## src/rtl/data_cache.sv

```systemverilog
// Direct-mapped write-back, write-allocate L1 data cache.
// RV32 byte/half/word load extract and store merge; 128-bit line refill/evict.
module data_cache #(
    parameter int BLOCKS = 8
) (
    input  logic         CLK,
    input  logic         RESET,
    input  logic [3:0]   READ,
    input  logic [2:0]   WRITE,
    input  logic [31:0]  ADDR,
    input  logic [31:0]  WRITEDATA,
    output logic [31:0]  READDATA,
    output logic         BUSYWAIT,
    output logic         MEM_READ,
    output logic         MEM_WRITE,
    output logic [27:0]  MEM_ADDRESS,
    output logic [127:0] MEM_WRITEDATA,
    input  logic [127:0] MEM_READDATA,
    input  logic         MEM_BUSYWAIT
);

    localparam int IW = $clog2(BLOCKS);
    localparam int TW = 28 - IW;

    typedef enum logic [1:0] {
        S_IDLE,
        S_WRITEBACK,
        S_FETCH,
        S_UPDATE
    } state_t;

    state_t r_state;
    state_t w_next;

    logic [BLOCKS-1:0] r_valid;
    logic [BLOCKS-1:0] r_dirty;
    logic [TW-1:0]     r_tag  [BLOCKS];
    logic [127:0]      r_data [BLOCKS];
    logic [127:0]      r_fill;

    logic [IW-1:0] w_index;
    logic [TW-1:0] w_tag;
    logic          w_load;
    logic          w_store;
    logic          w_access;
    logic          w_hit;
    logic          w_store_hit;
    logic [127:0]  w_line;
    logic [31:0]   w_word;
    logic [15:0]   w_half;
    logic [7:0]    w_byte;
    logic [31:0]   w_rdata;
    logic [15:0]   w_wmask;
    logic [127:0]  w_wrep;
    logic [127:0]  w_merged;

    assign w_index  = ADDR[4+IW-1:4];
    assign w_tag    = ADDR[31:4+IW];
    assign w_store  = WRITE[2];
    assign w_load   = READ[3] & ~WRITE[2];
    assign w_access = READ[3] | WRITE[2];
    assign w_hit    = r_valid[w_index] && (r_tag[w_index] == w_tag);

    assign w_store_hit = (r_state == S_IDLE) & w_store & w_hit;

    assign w_line = r_data[w_index];
    assign w_word = w_line[{ADDR[3:2], 5'd0} +: 32];
    assign w_half = w_word[{ADDR[1], 4'd0} +: 16];
    assign w_byte = w_word[{ADDR[1:0], 3'd0} +: 8];

    // Load extraction; no hit or no load returns zero
    always_comb begin
        w_rdata = '0;
        if (w_load && w_hit) begin
            case (READ[2:0])
                3'b000:  w_rdata = {{24{w_byte[7]}}, w_byte};
                3'b001:  w_rdata = {{16{w_half[15]}}, w_half};
                3'b010:  w_rdata = w_word;
                3'b100:  w_rdata = {24'd0, w_byte};
                3'b101:  w_rdata = {16'd0, w_half};
                default: w_rdata = '0;
            endcase
        end
    end

    assign READDATA = w_rdata;
    assign BUSYWAIT = (r_state != S_IDLE) | (w_access & ~w_hit);

    // Store merge: replicate the data, then pick lanes with a byte mask
    always_comb begin
        w_wmask = '0;
        w_wrep  = '0;
        case (WRITE[1:0])
            2'b00: begin
                w_wmask = 16'h0001 << ADDR[3:0];
                w_wrep  = {16{WRITEDATA[7:0]}};
            end
            2'b01: begin
                w_wmask = 16'h0003 << {ADDR[3:1], 1'b0};
                w_wrep  = {8{WRITEDATA[15:0]}};
            end
            2'b10: begin
                w_wmask = 16'h000F << {ADDR[3:2], 2'b00};
                w_wrep  = {4{WRITEDATA}};
            end
            default: begin
                w_wmask = '0;
                w_wrep  = '0;
            end
        endcase
        w_merged = w_line;
        for (int b = 0; b < 16; b++) begin
            if (w_wmask[b]) begin
                w_merged[b*8 +: 8] = w_wrep[b*8 +: 8];
            end
        end
    end

    always_comb begin
        w_next        = r_state;
        MEM_READ      = 1'b0;
        MEM_WRITE     = 1'b0;
        MEM_ADDRESS   = ADDR[31:4];
        MEM_WRITEDATA = '0;
        unique case (r_state)
            S_IDLE: begin
                if (w_access && !w_hit) begin
                    w_next = r_dirty[w_index] ? S_WRITEBACK : S_FETCH;
                end
            end
            S_WRITEBACK: begin
                MEM_WRITE     = 1'b1;
                MEM_ADDRESS   = {r_tag[w_index], w_index};
                MEM_WRITEDATA = w_line;
                if (!MEM_BUSYWAIT) begin
                    w_next = S_FETCH;
                end
            end
            S_FETCH: begin
                MEM_READ = 1'b1;
                if (!MEM_BUSYWAIT) begin
                    w_next = S_UPDATE;
                end
            end
            S_UPDATE: begin
                w_next = S_IDLE;
            end
            default: begin
                w_next = S_IDLE;
            end
        endcase
    end

    always_ff @(posedge CLK or negedge RESET) begin
        if (!RESET) begin
            r_state <= S_IDLE;
            r_valid <= '0;
            r_dirty <= '0;
        end else begin
            r_state <= w_next;
            if (r_state == S_UPDATE) begin
                r_valid[w_index] <= 1'b1;
                r_dirty[w_index] <= 1'b0;
            end else if (w_store_hit) begin
                r_dirty[w_index] <= 1'b1;
            end
        end
    end

    // Line storage is never cleared; valid bits gate it
    always_ff @(posedge CLK) begin
        if (r_state == S_FETCH && !MEM_BUSYWAIT) begin
            r_fill <= MEM_READDATA;
        end
        if (r_state == S_UPDATE) begin
            r_data[w_index] <= r_fill;
            r_tag[w_index]  <= w_tag;
        end else if (w_store_hit) begin
            r_data[w_index] <= w_merged;
        end
    end

endmodule

```

## config.mk

```make
export PLATFORM = sky130hd
export DESIGN_NAME = data_cache
export DESIGN_NICKNAME = d
export VERILOG_FILES = /design/src/rtl/data_cache.sv
export SDC_FILE = /design/constraint.sdc
export NUM_CORES = 1
export LEC_CHECK = 0
export CELL_PAD_IN_SITES_DETAIL_PLACEMENT = 0
export CELL_PAD_IN_SITES_GLOBAL_PLACEMENT = 1
export CORE_AREA = 3 3 497 376
export DETAILED_ROUTE_END_ITERATION = 16
export DIE_AREA = 0 0 500 379
export MAX_ROUTING_LAYER = met4
export PLACE_DENSITY = 0.5
export SYNTH_ARGS = -nofsm -noshare
export SYNTH_HDL_FRONTEND = slang
export SYNTH_SLANG_ARGS = --single-unit
```

## constraint.sdc

```tcl
create_clock -name CLK -period 16.61 [get_ports CLK]
set_input_delay 2.4915 -clock CLK [delete_from_list [all_inputs] [get_ports CLK]]
set_output_delay 2.4915 -clock CLK [all_outputs]
set_load 0.005 [all_outputs]
```

Fig. 1: run 1, local utilization
25 x 19 tiles, from black (low) to pale yellow (high), 0 to 100% covered.
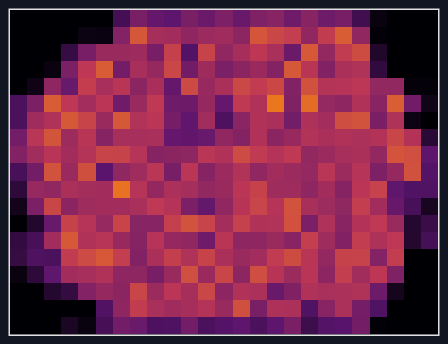
nearly empty tiles: 12%
fullest tile: 68%
mean over tiles: 35%

Fig. 2: run 1, sequential cells grouped by signal name
Drawn at 1 px/um.
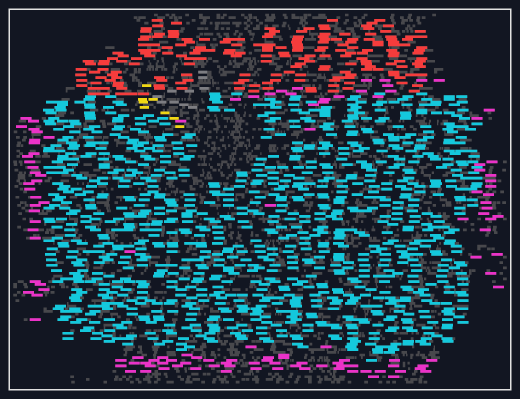
legend:
  cyan:
    name_in_the_netlist: r_data
    flops: 1024
  yellow:
    name_in_the_netlist: r_valid
    flops: 8
    where: north-west
  magenta:
    name_in_the_netlist: r_fill
    flops: 128
    where: all over the die
  red:
    name_in_the_netlist: r_tag
    flops: 200
not colored: 10

==> results.txt, run 1 <==
Physical design

In this run the post-CTS setup repair buffer count came out at 0. The count of cells in the finished layout, fillers not included, comes to 6393. The share of synthesized area occupied by flip-flops and latches stands at 70.5%. The commonest cells after synthesis are sky130_fd_sc_hd__edfxtp_1 (1352), sky130_fd_sc_hd__mux2i_1 (195), sky130_fd_sc_hd__mux2_2 (190). The number of input and output port buffers inserted stands at 392. Of all cell types, the one taking the most synthesized area is sky130_fd_sc_hd__edfxtp_1. In this run, the synthesized area fraction spent on adder and majority cells is recorded as 0.107%. Per the timing report, the most critical flop-to-flop path finishes at r_data[6][123]$_DFFE_PP_. The worst path in the final design needs a cycle of 10.69 ns, including I/O delays and setup. Per the synthesis report, the single largest cell type by area occupies 69.7% of cell area. Gates resized during post-CTS repair numbered 0.

The number of flops mapped to enable cells by yosys stands at 1352. The layout stage reports a final design area of 69400 sq um. Synthesis handed over a netlist of 3452 instances.

The arrival time at the worst endpoint stands at 8.20 ns. The via count of the first global-routing pass stands at 33.8k. The maximum fanout count along the critical path stands at 105. In the final layout, the registers with the most flip-flops are r_data: 1024 flops, r_tag: 200 flops, r_fill: 128 flops. The fraction of synthesized cell area in xor and xnor cells stands at 0.223%. The min-delay analysis places its worst path in the category reg2reg. Setup repair after global routing left no endpoint under its margin. According to the timing report, the critical path is captured at READDATA[1]. The most common cell in the synthesized netlist is sky130_fd_sc_hd__edfxtp_1. Among all stages on the critical path, the largest delay is contributed by sky130_fd_sc_hd__nand4_1.

The chip occupies 190000 sq um. TritonCTS built the clock tree. Timing would allow up to 93.6 MHz. The final count of hold timing violations stands at 0. For this run, the chip area from Yosys synthesis comes to 58300 sq um. Looking at the clock tree report, the root buffer type is sky130_fd_sc_hd__clkbuf_16. By instance count after routing, the leading logic cell type is sky130_fd_sc_hd__edfxtp_1. Per the layout area report, the combinational gate area comes to 15900 sq um.

The number of design rule violations left after detail routing stands at 0. The final timing summary puts the cycle share of the worst path at 64.4%. Total power for the finished layout comes to 8800 uW. The maximum buffer depth of the clock tree stands at 3.

The first-pass GRT wire length stands at 289000 um. For this design the ratio of total power to cell area is 127 nW/um^2. The post-synthesis net count stands at 3659.

The detailed-route wire length stands at 212000 um. The flow ran to the end, and the final reports show no timing, DRC or antenna violations. The yosys synthesis warning count stands at 0.

For this block, the initial DRC count from the detailed router was 3145. The count of maximum capacitance violations stands at 0. The number of buffers created by CTS stands at 147.

The largest net degree at the start of global routing stands at 129. Per the post-synthesis stats, the area per cell is 16.9 sq um. Looking at the cell usage after synthesis, the top flip-flop cell is sky130_fd_sc_hd__edfxtp_1. In the post-synthesis netlist, the biggest area contributors are sky130_fd_sc_hd__edfxtp_1 (70%), sky130_fd_sc_hd__mux2_2 (3.7%), sky130_fd_sc_hd__mux4_2 (3.4%). Across all hold checks on the routed design, the worst slack comes to 0.463 ns. The depth of the worst hold-timing path stands at 1.

The post-synthesis sequential element count stands at 1370. The post-place setup slack stands at 5.84 ns. The filler cells instantiated in the layout total 16.9k.

The transition time recorded at the tightest slew-check pin is 1.29 ns. For this design, the CTS-stage hold fixing added 0 buffers. Across the routed clock network, the largest skew measured is 0.0498 ns.

By area, the combinational part of the netlist is dominated by multiplexers. STA shows the worst min-delay path finishing at r_valid[6]$_DFFE_PN0P_. Clock latency on the worst-skew pair, taken at its later pin, is 0.81 ns. For reference, the most critical setup path is categorized as in2out. After synthesis, the share of flip-flops with an asynchronous set or reset is 1.31%. The number of top-level pins stands at 393.

Per the post-run analysis, buffers plus inverters along the critical path come to 5. The worst register-to-register path depth is 10. After routing, the total negative slack on setup checks comes to 0 ns. The critical path required time stands at 14.12 ns. The placed instances occupy a cell area of 64900 sq um. In this run the number of H-tree levels came out at 4. In this design, the largest share of critical-path delay is due to buffers and inverters.

The library cells used most frequently in the layout, excluding fill and tap cells, are sky130_fd_sc_hd__edfxtp_1 (1352), sky130_fd_sc_hd__clkdlybuf4s50_1 (389), sky130_fd_sc_hd__mux2i_1 (195). The number of cells on the critical path stands at 12. The CTS clock-pin slew for the worst setup and hold paths stands at 0.06 ns. The tool warning count for the run is 37.

The core utilization at floorplan stands at 31.9%. The initial antenna violation count stands at 11. Per the hold report, the tightest min-delay path originates at r_valid[6]$_DFFE_PN0P_. The count of final max-slew check failures stands at 0. The detailed placer reported the number of placed instances as 6130.

The analysis attributes to cell leakage a power of 0.0226 uW. Ranked by flip-flop count, first place goes to r_data. The worst setup path is captured at an output port. The combined global-route utilization of all metal layers stands at 22.6%.
Fig. 3: run 1, power grid
Pins as bars on the die edge.
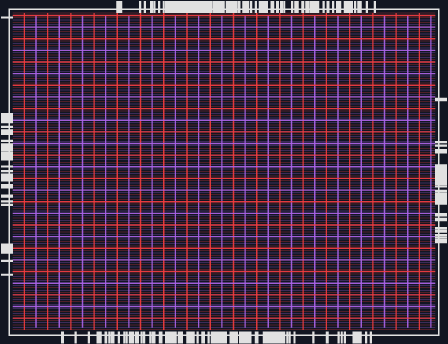
legend:
  red:
    net: VSS
  purple:
    net: VDD
met5 straps: 27
rows: 136
met1 rails: 137
met4 straps: 36
highest ir drop seen on vdd: 0.000101 V
area of the core: 183000 sq um
Vert. Die Dim: 379 um
die width: 500 um

run 1: layout make-up:
cell class | instances | share of cell area [%]
diodes | 2 | 0.00721
clock buffers | 175 | 5.54
clock inverters | 86 | 1.00
inverters | 22 | 0.128
multi-input cells | 1830 | 22.9
flip-flops and latches | 1370 | 59.1
well taps | 2415 | 4.35
repair buffers | 493 | 6.88
run 1: report_power, final:
group,total (uW),internal (uW),switching [uW]
Sequential,4210,4130,75.7
Combinational,1410,534,880
Clock,3180,1780,1400
Total,8800,6440,2350
run 1: metal layers:
layer  GRT usage (%)  wire length [um]  vias up
met2            34.9             99300     1111
met4            7.08              6570        0
met3            3.72             10900      228
met1            30.6             95500    18000
li1                -                 -    14700
met5               -                 0        -
Fig. 4: run 1, met2 routing
Drawn at 1 px/um.
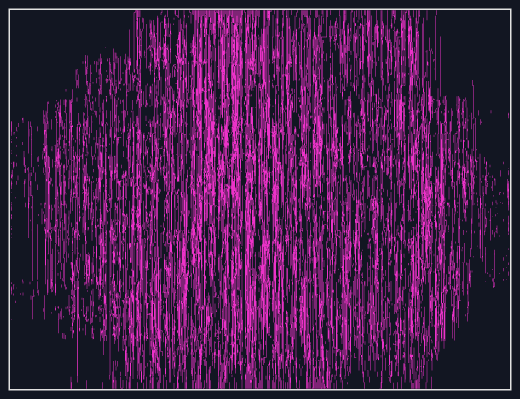

==> run 1 -> run 2 <==
==> constraint.sdc (replaced) <==
create_clock -name CLK -period 10.3 [get_ports CLK]
set_input_delay 1.545 -clock CLK [delete_from_list [all_inputs] [get_ports CLK]]
set_output_delay 1.545 -clock CLK [all_outputs]
set_load 0.005 [all_outputs]
Fig. 5: run 2, met2 routing
Drawn at 1 px/um.
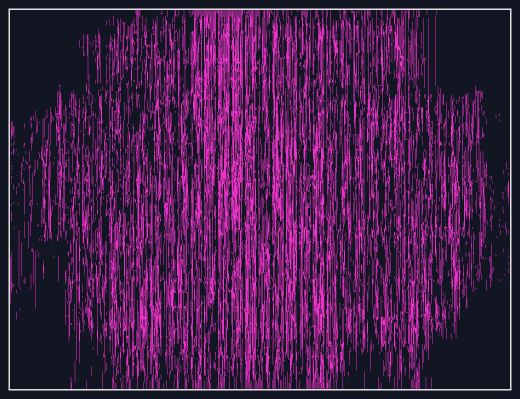
nets with wire on the layer: 3411
main direction: vertical
wire length on this layer: 102 mm
global routing met2 resource utilization: 35.9%
via count: 34.3k
wirelength, routed: 213000 um

Fig. 6: run 2, sequential cells grouped by signal name
Drawn at 1 px/um.
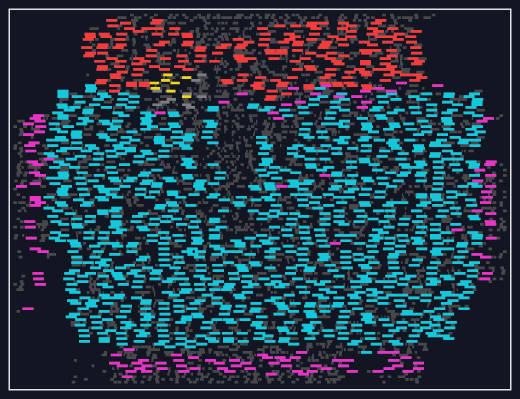
legend:
  red:
    name_in_the_netlist: r_tag
    flops: 200
  cyan:
    name_in_the_netlist: r_data
    flops: 1024
  yellow:
    name_in_the_netlist: r_valid
    flops: 8
  magenta:
    name_in_the_netlist: r_fill
    flops: 128
    where: all over the die

==> results.txt, run 2 <==
Physical design

The flow ran to the end, and the final reports show no timing, DRC or antenna violations. The worst setup path is launched from an input port. The number of diodes stands at 3 (+1).

The floorplan core area stands at 183000 sq um (unchanged). In the layout the commonest cells are sky130_fd_sc_hd__edfxtp_1 (1352), sky130_fd_sc_hd__clkdlybuf4s50_1 (389), sky130_fd_sc_hd__mux2i_1 (195). Summing all flip-flop and latch instances after layout gives 41000 sq um. The yosys synthesis warning count came to 0 (unchanged).

The post-synthesis sequential element count stands at 1370 (unchanged). The clock insertion delay at the later pin of the skew report stands at 0.80 ns (about the same). The arrival time at the worst endpoint came to 6.42 ns (-1.78 ns). The filler-free cell count of the finished design is 6421 (+0.44%). The total power divided by cell area stands at 207 nW/um^2 (+63%). The share of synthesized area occupied by flip-flops and latches came to 70.5% (unchanged). The upper clock frequency limit stands at 126 MHz. The setup clock skew after layout stands at 0.0363 ns (-0.0135 ns). STA lists the endpoint of the worst register-to-register path as r_data[6][88]$_DFFE_PP_. Following the worst setup path forward leads to its endpoint at READDATA[13]. The netlist area before placement stands at 58300 sq um.

The combined global-route utilization of all metal layers is 22.7% (+0.058 points). The overall die height stands at 379 um (unchanged). The global route stage reports its total congestion overflow as 0. The multi-input logic portion of the cell area stands at 22.8% (-0.19 points). The total negative slack for setup checks was 0 ns (unchanged).

In this run the worst setup path begins at ADDR[6]. The net count of the finished layout is 4092. The via count of the first global-routing pass stands at 34.1k (+0.92%). Across all register-to-register paths, the minimum setup slack is 5.61 ns. The number of design rule violations left after detail routing stands at 0 (unchanged). Per STA, the highest per-stage delay on the worst path measures 0.74 ns. The total of hold buffers inserted after clock tree synthesis is 0 (unchanged).

Looking at the critical path, the single cell with the biggest stage delay is sky130_fd_sc_hd__buf_4. The maximum buffer depth of the clock tree stands at 3 (unchanged). The internal power component was 10600 uW (+65%). The number of signal-net buffers in the layout was 511 (+3.7%). The horizontal die dimension was 500 um (unchanged).

The script logs the ratio of routed vias to standard cells as 5.34. The maximum fanout count along the critical path is 62 (-41%). The fraction of area in registers came to 58.7% (-0.50 points).

The placed cell area stands at 65100 sq um (+0.45%). The largest net degree at the start of global routing came to 97 (-25%). TritonCTS built the clock tree. The transition at the pin with the smallest max-transition slack came to 1.31 ns (+0.0207 ns). The clock period minus worst slack stands at 7.96 ns. The root buffer cell chosen for the clock tree is sky130_fd_sc_hd__clkbuf_16. The leakage power total stands at 0.0229 uW (+1.3%). The buffers plus inverters on the worst setup path was 4 (-1). The number of buffers created by CTS is 150 (+2.0%).

The synthesized netlist contains 73 unique library cells. The endpoint of the worst hold path is reported as r_valid[6]$_DFFE_PN0P_. The full die area stands at 190000 sq um (unchanged). The post-place setup slack was 2.29 ns (-3.55 ns). The count of maximum capacitance violations stands at 0 (unchanged). The total number of multi-input combinational cells stands at 1830 (unchanged).

The number of cells produced by synthesis stands at 3452 (unchanged). The post-route netlist has 19.7% of its cells at a drive strength greater than 1. The net switching power stands at 3860 uW (+64%). The proportion of cell area spent on the clock network stands at 6.92% (+0.37 points).

The final standard cell area without fillers is 70000 sq um (+0.85%). Setup repair after global routing left no endpoint under its margin. The area growth from synthesis to layout is 20.1%. The tally of filler cells in the layout stands at 17.1k (+0.81%).

Per the cell usage report, the commonest logic cell in the layout is sky130_fd_sc_hd__edfxtp_1. The number of flops mapped to enable cells by yosys stands at 1352 (unchanged). The launch point of the worst min-delay path is recorded as r_valid[6]$_DFFE_PN0P_. The critical path required time stands at 8.76 ns (-5.36 ns). The core utilization at floorplan came to 31.9% (unchanged).

The CTS clock-pin slew for the worst setup and hold paths was 0.06 ns (about the same). The post-synthesis net count stands at 3659 (unchanged). The number of sequential storage elements is 1370 (unchanged).

The proportion of synthesized flip-flops having asynchronous set or reset was 1.31% (unchanged). The worst vdd rail ir drop was 0.000154 V (+53%). The tapcell count was 2415 (unchanged).

The worst hold slack stands at 0.462 ns (-0.000944 ns). The max-slew headroom at the worst pin stands at 12.2%. The depth of the worst hold-timing path stands at 1 (unchanged). The area occupied by multi-input gates stands at 15900 sq um (about the same). Walking the worst path, the cells encountered are buf_8, buf_4, and2_1, buf_4, a21oi_1, o221ai_1, mux2i_1, mux2i_1, a22oi_1, a21oi_1, clkdlybuf4s50_1.

The number of violations reported at the end of detailed-routing iteration 0 stands at 3143 (-0.064%). The initial antenna violation count stands at 6 (-5). The most used flip-flop cell after synthesis is sky130_fd_sc_hd__edfxtp_1. The number of cells after detailed placement stands at 6148 (+0.29%).

More flip-flops sit in one register than any other, and that register is r_data. Looking at the reg2reg group, the worst path starts from r_tag[3][6]$_DFFE_PP_. The number of cells on the critical path is 11 (-1). Cells fill 38.3% of the core in the end. The number of non-clock inverters stands at 22 (unchanged). The synthesis stats list as the most numerous cell sky130_fd_sc_hd__edfxtp_1.

In the final design, more cell area goes to sequential cells than to any other class. The buffering overhead came to 7.23% (+0.35 points). The number of cells upsized or downsized after cts was 0 (unchanged). After synthesis, the design contains 3452 cells according to Yosys. The number of top-level pins stands at 393 (unchanged). In the post-route analysis, the smallest setup slack over all paths is 2.34 ns.

The largest registers in the layout are r_data: 1024 flops, r_tag: 200 flops, r_fill: 128 flops. The worst hold path belongs to the class reg2reg. The power consumption stands at 14500 uW (+65%).

The total of clock buffers placed in the layout stands at 182 (+4.0%). STA classifies the critical path endpoint as an output port. The synthesis report lists the most area-consuming cells as sky130_fd_sc_hd__edfxtp_1 (70%), sky130_fd_sc_hd__mux2_2 (3.7%), sky130_fd_sc_hd__mux4_2 (3.4%). The part of the total power dissipated in the clock network was 37.4% (+1.3 points). The combinational share of power stands at 15.8% (-0.3 points). The switching power as a share of total power came to 26.7% (-0.083 points). The post-route fraction of the period consumed by the critical path stands at 77.3%.

The mean instance size in the synthesized netlist was 16.9 sq um (unchanged). TritonRoute output was used to compute an average wire per cell of 33.2 um. The number of sinks driven by the clock tree stands at 1370.

The final count of hold timing violations stands at 0 (unchanged). The commonest cells after synthesis are sky130_fd_sc_hd__edfxtp_1 (1352), sky130_fd_sc_hd__mux2i_1 (195), sky130_fd_sc_hd__mux2_2 (190). The number of setup buffers added after CTS stands at 0 (unchanged). The number of input and output port buffers inserted stands at 392 (unchanged). The yosys-reported design area after synthesis was 58300 sq um (unchanged).

The number of warning messages in the logs was 31 (-16%). Per the gpl log, the routability congestion estimate is 0.860. The count of final max-slew check failures stands at 0 (unchanged). The first-pass iteration count of the detailed router stands at 5. In the setup report, the worst path falls into the class in2out. The proportion of netlist area held by the largest area contributor stands at 69.7% (unchanged). Nets still carrying antenna violations after routing amount to 0. The final tally of setup violations stands at 0. The timing report attributes the biggest portion of critical-path delay to buffers and inverters. The post-detailed-placement half-perimeter wirelength stands at 135000 um. The maximum level of the CTS H-tree came to 4 (unchanged). The number of cell rows stands at 136. The flip-flop count of the largest register, all copies and words added stands at 1024.

Per the synthesis report, the dominant area consumer among library cells is sky130_fd_sc_hd__edfxtp_1. The first-pass GRT wire length stands at 291000 um (+0.57%). The cell depth of the worst flop-to-flop path was 9 (-1). The relative contribution of sequential cells to total power stands at 46.8% (-1.0 points).
==> run 2: logic make-up after synthesis <==
group	Yosys count	share of synthesized area [%]
muxes	611	14.1
AOI/OAI and AO/OA	678	8.15
DFF	1370	70.5
xor gates and xnor gates	14	0.223
buffers and inverters	252	2.51
adders and majority gates	5	0.107
and+or+nand+nor	522	4.46
==> run 2: power by group through the flow <==
stage                     sequential (uW)  clock (uW)  combinational, uW
after global routing                 6800        5760               2440
after global placement               6890           0               2320
after detailed placement             6890           0               2320
after floorplan                      6870           0               1090
after CTS                            6780        5530               2330
final                                6780        5410               2290
==> run 2: routing by layer <==
layer  track usage (%)  part of all wire [%]
met5                 -                     0
met4              5.46                   2.4
met3              3.47                   4.8
met2              35.9                    48
met1              30.7                    45
Power is estimated from default activity; no workload was simulated.
